**M1 wires**

Scale bar: 20 um.
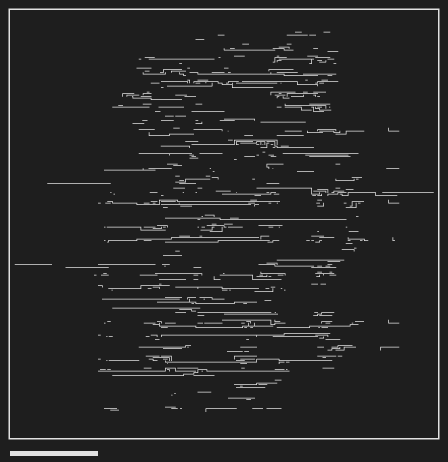
**Routing congestion**

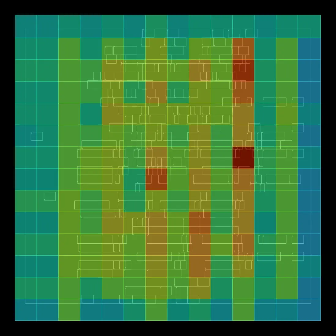
--- src/rtl/tournament_update_ctrl.sv ---
// Tournament predictor training controller: in-order in-flight queue, resolve matching,
// gh/ph/chooser training commands and post-reset chooser initialisation sweep.
module tournament_update_ctrl #(
  parameter int unsigned n        = 32,
  parameter int unsigned size     = 16,
  parameter int unsigned depth    = 4,
  parameter logic [1:0]  init_val = 2'b01
) (
  input  logic                      clock,
  input  logic                      reset,
  input  logic                      predict_valid,
  input  logic [n-1:0]              PC,
  input  logic                      prediction_gh,
  input  logic                      prediction_ph,
  input  logic                      prediction,
  output logic                      predict_ready,
  input  logic                      resolve_valid,
  input  logic                      fix_result,
  output logic                      upd_valid,
  output logic [$clog2(size)-1:0]   upd_index,
  output logic                      upd_taken,
  output logic                      upd_meta_en,
  output logic                      upd_meta_inc,
  output logic                      mispredict,
  output logic                      init_we,
  output logic [$clog2(size)-1:0]   init_index,
  output logic                      err_underflow
);

  localparam int unsigned idx_w = $clog2(size);
  localparam int unsigned ptr_w = $clog2(depth);
  localparam int unsigned cnt_w = $clog2(depth) + 1;

  typedef enum logic {INIT, RUN} state_e;

  typedef struct packed {
    logic [idx_w-1:0] idx;
    logic             gh;
    logic             ph;
    logic             pred;
  } entry_t;

  state_e             state_q, state_d;
  logic [idx_w-1:0]   init_cnt_q, init_cnt_d;
  logic [ptr_w-1:0]   wr_q, wr_d, rd_q, rd_d;
  logic [cnt_w-1:0]   count_q, count_d;
  logic               err_q, err_d;
  logic               upd_valid_q, upd_valid_d;
  logic [idx_w-1:0]   upd_index_q, upd_index_d;
  logic               upd_taken_q, upd_taken_d;
  logic               upd_meta_en_q, upd_meta_en_d;
  logic               upd_meta_inc_q, upd_meta_inc_d;
  logic               mispredict_q, mispredict_d;

  entry_t             mem_q [depth];
  entry_t             push_entry_c;
  entry_t             head_c;
  logic               push_c, pop_c, flush_c, underflow_c;
  logic               unused_pc;

  // Only the word-aligned index bits of the PC reach the tables.
  assign unused_pc = ^{PC[n-1:idx_w+2], PC[1:0], init_val};

  assign predict_ready = (state_q == RUN) && (count_q != cnt_w'(depth));
  assign push_c        = predict_valid && predict_ready;
  assign head_c        = mem_q[rd_q];
  assign pop_c         = (state_q == RUN) && resolve_valid && (count_q != '0);
  assign underflow_c   = (state_q == RUN) && resolve_valid && (count_q == '0);
  assign flush_c       = pop_c && (head_c.pred != fix_result);

  assign push_entry_c = '{idx: PC[idx_w+1:2], gh: prediction_gh,
                          ph: prediction_ph, pred: prediction};

  always_comb begin
    state_d        = state_q;
    init_cnt_d     = init_cnt_q;
    wr_d           = wr_q;
    rd_d           = rd_q;
    count_d        = count_q;
    err_d          = err_q || underflow_c;
    upd_valid_d    = pop_c;
    upd_index_d    = '0;
    upd_taken_d    = 1'b0;
    upd_meta_en_d  = 1'b0;
    upd_meta_inc_d = 1'b0;
    mispredict_d   = 1'b0;

    case (state_q)
      INIT: begin
        init_cnt_d = init_cnt_q + idx_w'(1);
        if (init_cnt_q == idx_w'(size - 1)) state_d = RUN;
      end
      RUN: ;
      default: state_d = INIT;
    endcase

    if (pop_c) begin
      upd_index_d    = head_c.idx;
      upd_taken_d    = fix_result;
      upd_meta_en_d  = head_c.gh != head_c.ph;
      upd_meta_inc_d = head_c.gh == fix_result;
      mispredict_d   = head_c.pred != fix_result;
    end

    // A mispredict discards everything younger, including a same-cycle push.
    if (flush_c) begin
      wr_d    = '0;
      rd_d    = '0;
      count_d = '0;
    end else begin
      if (push_c) wr_d = wr_q + ptr_w'(1);
      if (pop_c)  rd_d = rd_q + ptr_w'(1);
      count_d = count_q + cnt_w'(push_c) - cnt_w'(pop_c);
    end
  end

  always_ff @(posedge clock) begin
    if (reset) begin
      state_q        <= INIT;
      init_cnt_q     <= '0;
      wr_q           <= '0;
      rd_q           <= '0;
      count_q        <= '0;
      err_q          <= 1'b0;
      upd_valid_q    <= 1'b0;
      upd_index_q    <= '0;
      upd_taken_q    <= 1'b0;
      upd_meta_en_q  <= 1'b0;
      upd_meta_inc_q <= 1'b0;
      mispredict_q   <= 1'b0;
    end else begin
      state_q        <= state_d;
      init_cnt_q     <= init_cnt_d;
      wr_q           <= wr_d;
      rd_q           <= rd_d;
      count_q        <= count_d;
      err_q          <= err_d;
      upd_valid_q    <= upd_valid_d;
      upd_index_q    <= upd_index_d;
      upd_taken_q    <= upd_taken_d;
      upd_meta_en_q  <= upd_meta_en_d;
      upd_meta_inc_q <= upd_meta_inc_d;
      mispredict_q   <= mispredict_d;
    end
  end

  // Queue storage needs no reset; validity is tracked by count/pointers.
  always_ff @(posedge clock) begin
    if (push_c) mem_q[wr_q] <= push_entry_c;
  end

  assign init_we       = (state_q == INIT);
  assign init_index    = init_cnt_q;
  assign upd_valid     = upd_valid_q;
  assign upd_index     = upd_index_q;
  assign upd_taken     = upd_taken_q;
  assign upd_meta_en   = upd_meta_en_q;
  assign upd_meta_inc  = upd_meta_inc_q;
  assign mispredict    = mispredict_q;
  assign err_underflow = err_q;

endmodule

--- config.mk ---
export PLATFORM = sky130hd
export DESIGN_NAME = tournament_update_ctrl
export DESIGN_NICKNAME = d
export VERILOG_FILES = /design/src/rtl/tournament_update_ctrl.sv
export SDC_FILE = /design/constraint.sdc
export NUM_CORES = 1
export LEC_CHECK = 0
export ABC_AREA = 1
export CAP_MARGIN = 25
export CORE_MARGIN = 3
export CORE_UTILIZATION = 25
export CTS_CLUSTER_SIZE = 20
export DETAILED_ROUTE_END_ITERATION = 7
export PLACE_DENSITY = 0.46
export SYNTH_ARGS = -nofsm -noshare
export SYNTH_HDL_FRONTEND = slang
export SYNTH_SLANG_ARGS = --single-unit
--- constraint.sdc ---
create_clock -name clock -period 2.2 [get_ports clock]
set_input_delay 0.44 -clock clock [delete_from_list [all_inputs] [get_ports clock]]
set_output_delay 0.44 -clock clock [all_outputs]
set_load 0.05 [all_outputs]
==> results.toml <==
# synthesis and place-and-route metrics
[status]
run_status = "complete, no violations"

[detailed_routing]
wl_met1_mm = 1.74
highest_routing_layer_actually_used = "met4"
drc = 0
drt_pass1_iterations = 4
count_of_routing_violations_after_the_opening_detailed_route_iteration = 29

[synthesis]
synthTopCellsByArea = "sky130_fd_sc_hd__edfxtp_1 41%, sky130_fd_sc_hd__dfxtp_1 23%, sky130_fd_sc_hd__nor2_1 5.1%, sky130_fd_sc_hd__ha_1 4.2%, sky130_fd_sc_hd__nand2_1 4.2%"
ys_ff = 52
ys.warnings.count = 0
mux_area_share = 0
post_synth_xor_area_fraction = 0.0254
synth.avg_cell_area_sq_um = 10.8
yosysCellCount = 192
post_synth_fa_ha_maj_area_fraction = 0.0520
synth_seq_share = 0.639
netlist_logic_family_top = "simple AND/OR/NAND/NOR gates"

[worst_setup_path]
reg2reg_from = "count_q[1]$_SDFF_PP0_"
rr_worst_depth = 11
crit_path_end_kind = "flop"
critical_path_class = "in -> reg"
cpPeakStageDelay_ps = 480
critPathTopFamily = "adder cells"
cp.depth = 9
crit_required_ps = 2390
critical_path_slowest_stage_cell = "sky130_fd_sc_hd__clkdlybuf4s50_1"
worst_setup_path_endpoint = "count_q[2]$_SDFF_PP0_"
timing.critical_path.mode_cell = "sky130_fd_sc_hd__ha_1"

[grt]
grt_first_pass_wirelength_mm = 6.08
grt-ovfl-total = 0
use_met2 = 0.140
maximum_number_of_pins_on_one_net_before_global_route_repair = 17

[pwr]
power_frac_seq = 0.639
post-layout-total-power_mw = 1.61
intPower_mw = 1.28
vdd.ir_drop.worst_uv = 224
combPwrFrac = 0.043
power.density_cell_area_nw_per_um2 = 623
switchingPower_mw = 0.334

[floorplanning]
design.core.area_sq_um = 7890
fp_util = 0.262
fp-row-count = 32
floorplan.die_area_sq_um = 9400
fp.dieH_um = 97.0
tapCellCount = 102
fp.dieW_um = 97.0

[final_layout]
seq_share = 0.511
comb-cell-share = 0.244
syn_to_final_growth_pct = 25.1
clock_area_frac = 0.0329
bufAreaShareNonClock = 0.127
layout.cell_area.non_filler_sq_um = 2590
area_of_the_multi_input_gates_sq_um = 632
diodes = 0
dominant_kind_of_cell = "registers"
fillers = 795
nNonClkInverters = 25
drive_above_1_share = 0.151
ff_latch_area_sq_um = 1320
buffers_excl_clock = 35
final_nets = 279
stdcell_count = 334

[sta]
worst_clock_skew_ps = 6.29
maxClockFrequency_mhz = 474
final-hold-violation-count = 0
setup_viol = 0
layout_setup_ws_ps = 90.6
slew_headroom = 0.667
maxSlewViolCount = 0
rsz0062_at_grt = "false"
timing_worst_slew_pin_value_ps = 499

[clock_tree]
post-cts-setup-buffer-count = 0
htree_levels = 2
cts-root-to-sink-buffers = 2
number_of_clock_sinks = 52
number_of_buffers_created_by_cts = 5
ctsHoldBuffers = 0
clk_pin_slew_worst_paths_ps = 80
cts_root_buf = "sky130_fd_sc_hd__clkbuf_8"
tritoncts_clock_tree = "done"
post_cts_resized = 0

[placed_design]
placed_cells = 326
placement.cell_area_sq_um = 2500
dpl_worst_slack_ps = -226
post-dp-hpwl_mm = 2.60

[worst_hold_path]
hold_class = "reg -> reg"
worstHoldEndpoint = "err_underflow$_SDFF_PP0_"

[flow_run]
cap_viol_max_count = 0
openroad.warnings = 57
Notes on 'M1 wires' above:
The layer holds 47% of the routed length. The layer carries 1740 um of wire. 225 nets have wire on it.
total via count in the routed design: 1305
wirelength, routed: 3.71 mm
Global Route met1 Usage: 0.0986

Notes on 'routing congestion' above:
global routing usage summed across all routing layers: 0.0818
wire per inst: 11.1 um
Layout Utilization: 0.328
grt met3 use: 0.0151
busiest metal layer after global routing: met2

==> power groups by stage <==
stage	Sequential [mW]	Clock [mW]	Combinational [mW]
floorplan	1.07	0	0.0133
global placement	1.05	0	0.0683
detailed placement	1.05	0	0.0690
CTS	1.03	0.540	0.0693
global route	1.03	0.578	0.0744
finish	1.03	0.513	0.0688
==> flip-flops by register name, summed over array words and instances, names as in the netlist, named ones only <==
name,cells
upd_valid,1
rd_q,2
state_q,1
upd_meta_en,1
upd_taken,1
count_q,3
init_index,4
err_underflow,1
upd_index,4
upd_meta_inc,1
mem_q,28
wr_q,2
mispredict,1
==> Yosys cell counts <==
| master | count |
|---|---|
| sky130_fd_sc_hd__inv_2 | 6 |
| sky130_fd_sc_hd__ha_1 | 7 |
| sky130_fd_sc_hd__buf_2 | 2 |
| sky130_fd_sc_hd__a31oi_1 | 1 |
| sky130_fd_sc_hd__edfxtp_1 | 28 |
| sky130_fd_sc_hd__o21a_1 | 1 |
| sky130_fd_sc_hd__inv_1 | 18 |
| sky130_fd_sc_hd__nand2_1 | 23 |
| sky130_fd_sc_hd__nand2_4 | 1 |
| sky130_fd_sc_hd__fa_1 | 1 |
| sky130_fd_sc_hd__nand2_2 | 1 |
| sky130_fd_sc_hd__xnor2_1 | 2 |
| sky130_fd_sc_hd__buf_6 | 1 |
| sky130_fd_sc_hd__clkinv_1 | 1 |
| sky130_fd_sc_hd__a21oi_1 | 9 |
| sky130_fd_sc_hd__xor2_1 | 4 |
| sky130_fd_sc_hd__nand4_1 | 1 |
| sky130_fd_sc_hd__dfxtp_1 | 24 |
| sky130_fd_sc_hd__nor2_2 | 6 |
| sky130_fd_sc_hd__o21ai_1 | 6 |
| sky130_fd_sc_hd__nand3_2 | 5 |
| sky130_fd_sc_hd__o21ai_0 | 7 |
| sky130_fd_sc_hd__nor2_1 | 28 |
| sky130_fd_sc_hd__nand3_1 | 9 |
==> cell usage in the layout (no fill, tap or decap) <==
cell,n
sky130_fd_sc_hd__a21oi_1,9
sky130_fd_sc_hd__a31oi_1,1
sky130_fd_sc_hd__buf_4,9
sky130_fd_sc_hd__clkbuf_1,1
sky130_fd_sc_hd__clkbuf_8,5
sky130_fd_sc_hd__clkdlybuf4s50_1,26
sky130_fd_sc_hd__clkinv_1,1
sky130_fd_sc_hd__clkinv_2,1
sky130_fd_sc_hd__clkinvlp_4,1
sky130_fd_sc_hd__dfxtp_1,24
sky130_fd_sc_hd__edfxtp_1,28
sky130_fd_sc_hd__fa_1,1
sky130_fd_sc_hd__ha_1,7
sky130_fd_sc_hd__inv_1,18
sky130_fd_sc_hd__inv_2,6
sky130_fd_sc_hd__nand2_1,23
sky130_fd_sc_hd__nand2_2,1
sky130_fd_sc_hd__nand2_4,1
sky130_fd_sc_hd__nand3_1,9
sky130_fd_sc_hd__nand3_2,5
sky130_fd_sc_hd__nand4_1,1
sky130_fd_sc_hd__nor2_1,28
sky130_fd_sc_hd__nor2_2,6
sky130_fd_sc_hd__o21a_1,1
sky130_fd_sc_hd__o21ai_0,7
sky130_fd_sc_hd__o21ai_1,6
sky130_fd_sc_hd__xnor2_1,2
sky130_fd_sc_hd__xor2_1,4
Power is estimated from default activity; no workload was simulated.
